===== src/rtl/mc_pkg.sv =====
// Shared encodings for the multi-cycle MIPS-subset control FSM.
package mc_pkg;

    typedef enum logic [3:0] {
        S_IF    = 4'd0,
        S_ID    = 4'd1,
        S_MADDR = 4'd2,
        S_MRD   = 4'd3,
        S_LWB   = 4'd4,
        S_MWR   = 4'd5,
        S_REX   = 4'd6,
        S_RWB   = 4'd7,
        S_IEX   = 4'd8,
        S_IWB   = 4'd9,
        S_BR    = 4'd10,
        S_JMP   = 4'd11,
        S_JAL   = 4'd12,
        S_JR    = 4'd13
    } state_t;

    // Opcodes (IR[31:26]) and the one func code the FSM itself cares about
    localparam logic [5:0] OP_RTYPE = 6'b000000;
    localparam logic [5:0] OP_LW    = 6'b100011;
    localparam logic [5:0] OP_SW    = 6'b101011;
    localparam logic [5:0] OP_BEQ   = 6'b000100;
    localparam logic [5:0] OP_BNE   = 6'b000101;
    localparam logic [5:0] OP_J     = 6'b000010;
    localparam logic [5:0] OP_JAL   = 6'b000011;
    localparam logic [5:0] OP_ADDI  = 6'b001000;
    localparam logic [5:0] OP_ANDI  = 6'b001100;
    localparam logic [5:0] FN_JR    = 6'b001000;

    // alu_op codes understood by alu_controller
    localparam logic [1:0] ALU_MTYPE = 2'b00;
    localparam logic [1:0] ALU_BTYPE = 2'b01;
    localparam logic [1:0] ALU_RTYPE = 2'b10;
    localparam logic [1:0] ALU_ANDOP = 2'b11;

    // Datapath mux selects
    localparam logic [1:0] RD_RT       = 2'd0;
    localparam logic [1:0] RD_RD       = 2'd1;
    localparam logic [1:0] RD_R31      = 2'd2;
    localparam logic [1:0] M2R_ALUOUT  = 2'd0;
    localparam logic [1:0] M2R_MDR     = 2'd1;
    localparam logic [1:0] M2R_PC      = 2'd2;
    localparam logic [1:0] ASB_REGB    = 2'd0;
    localparam logic [1:0] ASB_FOUR    = 2'd1;
    localparam logic [1:0] ASB_IMM     = 2'd2;
    localparam logic [1:0] ASB_IMM_SH2 = 2'd3;
    localparam logic [1:0] PCS_ALU     = 2'd0;
    localparam logic [1:0] PCS_ALUOUT  = 2'd1;
    localparam logic [1:0] PCS_JUMP    = 2'd2;
    localparam logic [1:0] PCS_REGA    = 2'd3;

    // Full control word produced each cycle
    typedef struct packed {
        logic       pc_write;
        logic       i_or_d;
        logic       mem_read;
        logic       mem_write;
        logic       ir_write;
        logic [1:0] reg_dst;
        logic [1:0] mem_to_reg;
        logic       reg_write;
        logic       alu_src_a;
        logic [1:0] alu_src_b;
        logic [1:0] alu_op;
        logic [1:0] pc_src;
        logic       instr_done;
    } ctrl_t;

    localparam ctrl_t CTRL_NONE = ctrl_t'({$bits(ctrl_t){1'b0}});

    // Result of decoding the instruction in ID
    typedef struct packed {
        logic   ill;
        state_t nxt;
    } dispatch_t;

    // Pick the execute state for an instruction; flag undecoded opcodes
    function automatic dispatch_t id_dispatch(input logic [5:0] opcode, input logic [5:0] func);
        dispatch_t d;
        d.ill = 1'b0;
        d.nxt = S_IF;
        case (opcode)
            OP_LW, OP_SW:     d.nxt = S_MADDR;
            OP_RTYPE: begin
                if (func == FN_JR) d.nxt = S_JR;
                else               d.nxt = S_REX;
            end
            OP_ADDI, OP_ANDI: d.nxt = S_IEX;
            OP_BEQ, OP_BNE:   d.nxt = S_BR;
            OP_J:             d.nxt = S_JMP;
            OP_JAL:           d.nxt = S_JAL;
            default: begin
                d.ill = 1'b1;
                d.nxt = S_IF;
            end
        endcase
        return d;
    endfunction

endpackage


===== src/rtl/mc_controller_if.sv =====
// Control bundle between the multi-cycle FSM (master) and the datapath (slave).
interface mc_controller_if;
    logic [5:0] opcode;
    logic [5:0] func;
    logic       zero;
    logic       mem_ready;
    logic       pc_write;
    logic       i_or_d;
    logic       mem_read;
    logic       mem_write;
    logic       ir_write;
    logic [1:0] reg_dst;
    logic [1:0] mem_to_reg;
    logic       reg_write;
    logic       alu_src_a;
    logic [1:0] alu_src_b;
    logic [1:0] alu_op;
    logic [1:0] pc_src;
    logic       instr_done;
    logic       illegal;

    modport master (
        input  opcode, func, zero, mem_ready,
        output pc_write, i_or_d, mem_read, mem_write, ir_write, reg_dst,
               mem_to_reg, reg_write, alu_src_a, alu_src_b, alu_op, pc_src,
               instr_done, illegal
    );

    modport slave (
        output opcode, func, zero, mem_ready,
        input  pc_write, i_or_d, mem_read, mem_write, ir_write, reg_dst,
               mem_to_reg, reg_write, alu_src_a, alu_src_b, alu_op, pc_src,
               instr_done, illegal
    );
endinterface


===== src/rtl/mc_controller.sv =====
// Multi-cycle control FSM: sequences fetch/decode/execute/memory/writeback
// for the MIPS-subset datapath. Outputs are decodes of the state register;
// only pc_write, ir_write and instr_done also look at mem_ready or zero.
module mc_controller
    import mc_pkg::*;
(
    input logic          clk,
    input logic          rst,
    mc_controller_if.master bus
);

    state_t    state_r;
    logic      illegal_r;
    dispatch_t id_dec_s;
    ctrl_t     ctl_s;

    // Decode of the instruction currently held in IR
    always_comb begin
        id_dec_s = id_dispatch(bus.opcode, bus.func);
    end

    // State register and sticky illegal-instruction flag
    always_ff @(posedge clk) begin
        if (rst) begin
            state_r   <= S_IF;
            illegal_r <= 1'b0;
        end else begin
            case (state_r)
                S_IF:    state_r <= bus.mem_ready ? S_ID : S_IF;
                S_ID: begin
                    state_r <= id_dec_s.nxt;
                    if (id_dec_s.ill) illegal_r <= 1'b1;
                end
                S_MADDR: state_r <= (bus.opcode == OP_SW) ? S_MWR : S_MRD;
                S_MRD:   state_r <= bus.mem_ready ? S_LWB : S_MRD;
                S_MWR:   state_r <= bus.mem_ready ? S_IF : S_MWR;
                S_REX:   state_r <= S_RWB;
                S_IEX:   state_r <= S_IWB;
                default: state_r <= S_IF;
            endcase
        end
    end

    // Control word for the current state; everything held low during reset
    always_comb begin
        ctl_s = CTRL_NONE;
        if (rst) begin
            ctl_s = CTRL_NONE;
        end else begin
            case (state_r)
                S_IF: begin
                    ctl_s.mem_read  = 1'b1;
                    ctl_s.alu_src_b = ASB_FOUR;
                    ctl_s.alu_op    = ALU_MTYPE;
                    ctl_s.pc_src    = PCS_ALU;
                    ctl_s.ir_write  = bus.mem_ready;
                    ctl_s.pc_write  = bus.mem_ready;
                end
                S_ID: begin
                    // Branch target is computed speculatively into ALUOut
                    ctl_s.alu_src_b = ASB_IMM_SH2;
                    ctl_s.alu_op    = ALU_MTYPE;
                end
                S_MADDR: begin
                    ctl_s.alu_src_a = 1'b1;
                    ctl_s.alu_src_b = ASB_IMM;
                    ctl_s.alu_op    = ALU_MTYPE;
                end
                S_MRD: begin
                    ctl_s.mem_read = 1'b1;
                    ctl_s.i_or_d   = 1'b1;
                end
                S_LWB: begin
                    ctl_s.reg_write  = 1'b1;
                    ctl_s.reg_dst    = RD_RT;
                    ctl_s.mem_to_reg = M2R_MDR;
                    ctl_s.instr_done = 1'b1;
                end
                S_MWR: begin
                    ctl_s.mem_write  = 1'b1;
                    ctl_s.i_or_d     = 1'b1;
                    ctl_s.instr_done = bus.mem_ready;
                end
                S_REX: begin
                    ctl_s.alu_src_a = 1'b1;
                    ctl_s.alu_src_b = ASB_REGB;
                    ctl_s.alu_op    = ALU_RTYPE;
                end
                S_RWB: begin
                    ctl_s.reg_write  = 1'b1;
                    ctl_s.reg_dst    = RD_RD;
                    ctl_s.mem_to_reg = M2R_ALUOUT;
                    ctl_s.instr_done = 1'b1;
                end
                S_IEX: begin
                    ctl_s.alu_src_a = 1'b1;
                    ctl_s.alu_src_b = ASB_IMM;
                    ctl_s.alu_op    = (bus.opcode == OP_ANDI) ? ALU_ANDOP : ALU_MTYPE;
                end
                S_IWB: begin
                    ctl_s.reg_write  = 1'b1;
                    ctl_s.reg_dst    = RD_RT;
                    ctl_s.mem_to_reg = M2R_ALUOUT;
                    ctl_s.instr_done = 1'b1;
                end
                S_BR: begin
                    ctl_s.alu_src_a  = 1'b1;
                    ctl_s.alu_src_b  = ASB_REGB;
                    ctl_s.alu_op     = ALU_BTYPE;
                    ctl_s.pc_src     = PCS_ALUOUT;
                    ctl_s.pc_write   = (bus.opcode == OP_BEQ) ? bus.zero : ~bus.zero;
                    ctl_s.instr_done = 1'b1;
                end
                S_JMP: begin
                    ctl_s.pc_src     = PCS_JUMP;
                    ctl_s.pc_write   = 1'b1;
                    ctl_s.instr_done = 1'b1;
                end
                S_JAL: begin
                    // PC already holds PC+4, which is the link value
                    ctl_s.pc_src     = PCS_JUMP;
                    ctl_s.pc_write   = 1'b1;
                    ctl_s.reg_write  = 1'b1;
                    ctl_s.reg_dst    = RD_R31;
                    ctl_s.mem_to_reg = M2R_PC;
                    ctl_s.instr_done = 1'b1;
                end
                S_JR: begin
                    ctl_s.pc_src     = PCS_REGA;
                    ctl_s.pc_write   = 1'b1;
                    ctl_s.instr_done = 1'b1;
                end
                default: ctl_s = CTRL_NONE;
            endcase
        end
    end

    assign bus.pc_write   = ctl_s.pc_write;
    assign bus.i_or_d     = ctl_s.i_or_d;
    assign bus.mem_read   = ctl_s.mem_read;
    assign bus.mem_write  = ctl_s.mem_write;
    assign bus.ir_write   = ctl_s.ir_write;
    assign bus.reg_dst    = ctl_s.reg_dst;
    assign bus.mem_to_reg = ctl_s.mem_to_reg;
    assign bus.reg_write  = ctl_s.reg_write;
    assign bus.alu_src_a  = ctl_s.alu_src_a;
    assign bus.alu_src_b  = ctl_s.alu_src_b;
    assign bus.alu_op     = ctl_s.alu_op;
    assign bus.pc_src     = ctl_s.pc_src;
    assign bus.instr_done = ctl_s.instr_done;
    assign bus.illegal    = illegal_r & ~rst;

endmodule


===== src/flat_wrapper.sv =====
// flat-port wrapper written by rule: the top's interface ports become plain ports
module mc_controller_flat import mc_pkg::*;
  (clk, rst, bus_opcode, bus_func, bus_zero, bus_mem_ready, bus_pc_write, bus_i_or_d, bus_mem_read, bus_mem_write, bus_ir_write, bus_reg_dst, bus_mem_to_reg, bus_reg_write, bus_alu_src_a, bus_alu_src_b, bus_alu_op, bus_pc_src, bus_instr_done, bus_illegal);
  mc_controller_if bus_i ();
  input logic clk;
  input logic rst;
  input wire logic [$bits(bus_i.opcode)-1:0] bus_opcode;
  input wire logic [$bits(bus_i.func)-1:0] bus_func;
  input wire logic [$bits(bus_i.zero)-1:0] bus_zero;
  input wire logic [$bits(bus_i.mem_ready)-1:0] bus_mem_ready;
  output wire logic [$bits(bus_i.pc_write)-1:0] bus_pc_write;
  output wire logic [$bits(bus_i.i_or_d)-1:0] bus_i_or_d;
  output wire logic [$bits(bus_i.mem_read)-1:0] bus_mem_read;
  output wire logic [$bits(bus_i.mem_write)-1:0] bus_mem_write;
  output wire logic [$bits(bus_i.ir_write)-1:0] bus_ir_write;
  output wire logic [$bits(bus_i.reg_dst)-1:0] bus_reg_dst;
  output wire logic [$bits(bus_i.mem_to_reg)-1:0] bus_mem_to_reg;
  output wire logic [$bits(bus_i.reg_write)-1:0] bus_reg_write;
  output wire logic [$bits(bus_i.alu_src_a)-1:0] bus_alu_src_a;
  output wire logic [$bits(bus_i.alu_src_b)-1:0] bus_alu_src_b;
  output wire logic [$bits(bus_i.alu_op)-1:0] bus_alu_op;
  output wire logic [$bits(bus_i.pc_src)-1:0] bus_pc_src;
  output wire logic [$bits(bus_i.instr_done)-1:0] bus_instr_done;
  output wire logic [$bits(bus_i.illegal)-1:0] bus_illegal;
  assign bus_i.opcode = bus_opcode;
  assign bus_i.func = bus_func;
  assign bus_i.zero = bus_zero;
  assign bus_i.mem_ready = bus_mem_ready;
  assign bus_pc_write = bus_i.pc_write;
  assign bus_i_or_d = bus_i.i_or_d;
  assign bus_mem_read = bus_i.mem_read;
  assign bus_mem_write = bus_i.mem_write;
  assign bus_ir_write = bus_i.ir_write;
  assign bus_reg_dst = bus_i.reg_dst;
  assign bus_mem_to_reg = bus_i.mem_to_reg;
  assign bus_reg_write = bus_i.reg_write;
  assign bus_alu_src_a = bus_i.alu_src_a;
  assign bus_alu_src_b = bus_i.alu_src_b;
  assign bus_alu_op = bus_i.alu_op;
  assign bus_pc_src = bus_i.pc_src;
  assign bus_instr_done = bus_i.instr_done;
  assign bus_illegal = bus_i.illegal;
  mc_controller u_core (.clk(clk), .rst(rst), .bus(bus_i));
endmodule

===== config.mk =====
export PLATFORM = sky130hd
export DESIGN_NAME = mc_controller_flat
export DESIGN_NICKNAME = d
export VERILOG_FILES = /design/src/rtl/mc_pkg.sv /design/src/rtl/mc_controller_if.sv /design/src/rtl/mc_controller.sv /design/src/flat_wrapper.sv
export SDC_FILE = /design/constraint.sdc
export NUM_CORES = 1
export LEC_CHECK = 0
export CAP_MARGIN = 20
export CORE_MARGIN = 3
export CORE_UTILIZATION = 42
export CTS_CLUSTER_SIZE = 24
export DETAILED_ROUTE_END_ITERATION = 12
export HOLD_SLACK_MARGIN = 0.06
export PLACE_DENSITY = 0.88
export SETUP_SLACK_MARGIN = 0.3
export SKIP_LAST_GASP = 1
export SYNTH_ARGS = -nofsm -noshare
export SYNTH_HDL_FRONTEND = slang
export SYNTH_SLANG_ARGS = --single-unit

===== constraint.sdc =====
create_clock -name clk -period 2.5 [get_ports clk]
set_clock_uncertainty 0.2 [all_clocks]
set_input_delay 0.5 -clock clk [delete_from_list [all_inputs] [get_ports clk]]
set_output_delay 0.5 -clock clk [all_outputs]
set_load 0.03 [all_outputs]

Fig. 1: met2 routing
(6 px per µm) Cells faint in the background.
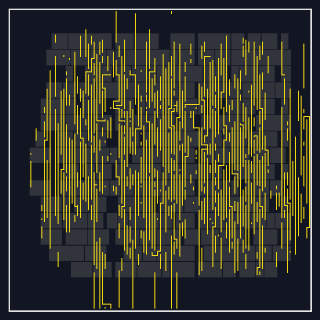
The longest straight run is 29.6 µm. 195 nets have wire on it.

Fig. 2: gate-type map
(10 px per µm)
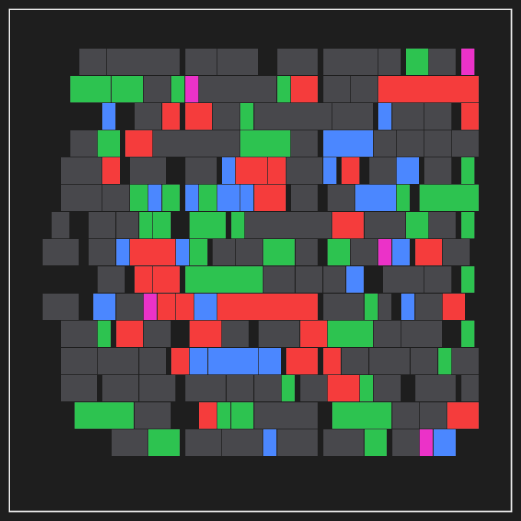
Red marks aoi and oai cells, cells 29, most used a21oi_1. Blue marks nand cells, cells 23, most used nand2_1. Magenta marks inv cells, cells 5, most used inv_1. Green marks nor cells, cells 38, most used nor2_1, where spread over the die.

==> results.rst <==
Implementation results
======================

.. list-table::
   :header-rows: 1

   * - Metric
     - Value
   * - Outcome
     - finished with violations
   * - Failing checks
     - negative setup slack
   * - Count of cells along the worst hold path
     - 2
   * - Post-cts hold-fix buffer tally
     - 0
   * - Top post-synthesis cells by count
     - nor2_1, nand2_1, a21oi_1, nand2b_1, nor3_1
   * - Leak Pwr
     - 0.663 nW
   * - Cell area after layout
     - 0.00156 mm²
   * - Floorplan Utilization
     - 0.458
   * - Number of primary I/O pins
     - 35
   * - Setup WS post-layout
     - -0.151 ns
   * - Number of search-and-repair iterations in the first detailed-routing pass
     - 5
   * - Pin count of the biggest net entering global routing
     - 16
   * - Sequential power share
     - 0.218
   * - Required time of the critical path
     - 1.80 ns
   * - Row count
     - 15
   * - Number of unique standard cell types used by synthesis
     - 42
   * - Root buffer selected by CTS
     - clkbuf_4
   * - Worst-Skew Late Latency
     - 0.27 ns
   * - Global Route met2 Usage
     - 0.557
   * - Synthesized instance count
     - 131
   * - Detail Route Antenna Nets
     - 0
   * - Number of failing setup endpoints in the final timing report
     - 3
   * - IO buf count
     - 34
   * - Class of the most critical setup path
     - input pin to primary output
   * - Switching power share of the total
     - 0.396
   * - Remaining max-slew budget at the tightest pin
     - 0.631
   * - Drc violations
     - 0
   * - Internal power of the cells
     - 0.236 mW
   * - Register-to-register setup slack
     - 0.38 ns
   * - Initial drt markers
     - 95
   * - Clock network power share
     - 0.278
   * - Final Net Count
     - 204
   * - Diodes inserted
     - 0
   * - Post-synthesis cell type with the largest instance count
     - nor2_1
   * - Asr flop ratio synth
     - 0
   * - Unrepaired setup endpoints after global routing
     - yes
   * - Power spent charging and discharging nets
     - 0.154 mW
   * - Yosys chip area
     - 816 µm²
   * - Max Root-Sink Buffers
     - 2
   * - Cell area after placement
     - 0.00126 mm²
   * - Wire length of the first global-routing pass
     - 6100 µm
   * - Cell total in the yosys stat output
     - 131
   * - GRT Overall Usage
     - 0.318
   * - Final count of pins violating max slew
     - 0
   * - H-Tree Level Count
     - 1
   * - Core region area
     - 0.00178 mm²
   * - Worst R2R Path Depth
     - 6
   * - Nets at Floorplan
     - 147
   * - Share of synthesized area occupied by flip-flops and latches
     - 0.123
   * - Growth of design area from synthesis to finish
     - 90.6%
   * - Total Power Consumption
     - 0.390 mW
   * - Maximum frequency from static timing analysis
     - 0.377 GHz
   * - Crit path DAT
     - 1.95 ns
   * - Hold Startpoint
     - u_core.illegal_r
   * - Detailed Route WL
     - 4480 µm
[kinds of logic after synthesis]
family / count (synthesis) / share of synthesized area
AND-OR/OR-AND: 34 / 0.284
XOR/XNOR: 2 / 0.0215
buffers and inverters: 17 / 0.0982
flip-flops: 5 / 0.123
AND/OR/NAND/NOR: 73 / 0.474
[worst max-delay path by stage]
stage / from / endpoint / slack, ns / cells after the start
finish: bus_opcode[1] / bus_alu_op[1] / -0.15 / 7
global route: bus_opcode[3] / bus_alu_op[1] / -0.21 / 7
CTS: bus_opcode[4] / bus_pc_write / -0.13 / 6
detailed placement: bus_opcode[0] / bus_pc_write / -0.87 / 6
global placement: bus_opcode[0] / bus_pc_write / -0.86 / 6
floorplan: bus_opcode[0] / bus_alu_op[1] / 0.02 / 5
[metal layers]
| metal | part of all wire | vias up |
|---|---|---|
| met1 | 0.34 | 640 |
| met3 | 0.13 | 62 |
| met2 | 0.43 | 148 |
| met4 | 0.10 | 0 |
| met5 | 0 | - |
| li1 | - | 580 |
[stage by stage]
step / worst slack (ns) / utilization / instances / hold WS [ns]
floorplan: 0.0166 / - / 131 / 0.232
global placement: -0.861 / 0.706 / 195 / 0.243
detailed placement: -0.871 / 0.706 / 195 / 0.260
CTS: -0.127 / 0.827 / 210 / 0.258
global route: -0.213 / 0.872 / 212 / 0.281
finish: -0.151 / 0.872 / 212 / 0.260
[power groups by stage]
| stage | sequential (mW) | clock (mW) | combinational (mW) |
|---|---|---|---|
| 2_1_floorplan | 0.0866 | 0 | 0.0829 |
| 3_3_place_gp | 0.0871 | 0 | 0.144 |
| 3_5_place_dp | 0.0875 | 0 | 0.147 |
| 4_1_cts | 0.0848 | 0.0974 | 0.174 |
| 5_1_grt | 0.0853 | 0.108 | 0.206 |
| 6_report | 0.0853 | 0.108 | 0.197 |
[what timing repair did]
action / in CTS / in global routing
buffers inserted: 11 / 2
pin swaps: 9 / 9
resized: 57 / 15
endpoints found under the setup margin: 19 / 15
[cell usage in the layout (no fill, tap or decap), drive strengths merged, types with 5 or more instances in the layout]
master and n:
a21oi 9, dfxtp 5, buf 53, nand2b 8, clkdlybuf4s50 9, inv 5, nor2 19, nor3 8
nand2 12, o21ai 6, nor2b 5
[state kept, by name, indices dropped and copies added, names as in the netlist]
signal,flops
u_core.state_r,4
u_core.illegal_r,1
[worst max-delay path: stages]
cell     delay [ns]
buf_6          0.09
or4_4          0.55
buf_6          0.14
nor4_4         0.25
a21oi_2        0.08
nor3_4         0.18
buf_6          0.15
[cell type report]
cell class	instances	area, µm²
flip-flops and latches	5	110
well taps	25	31.3
inverters	5	18.8
multi-input cells	109	808
fillers	81	228
clock buffers	4	26.3
repair buffers	64	561
Power is estimated from default activity; no workload was simulated.
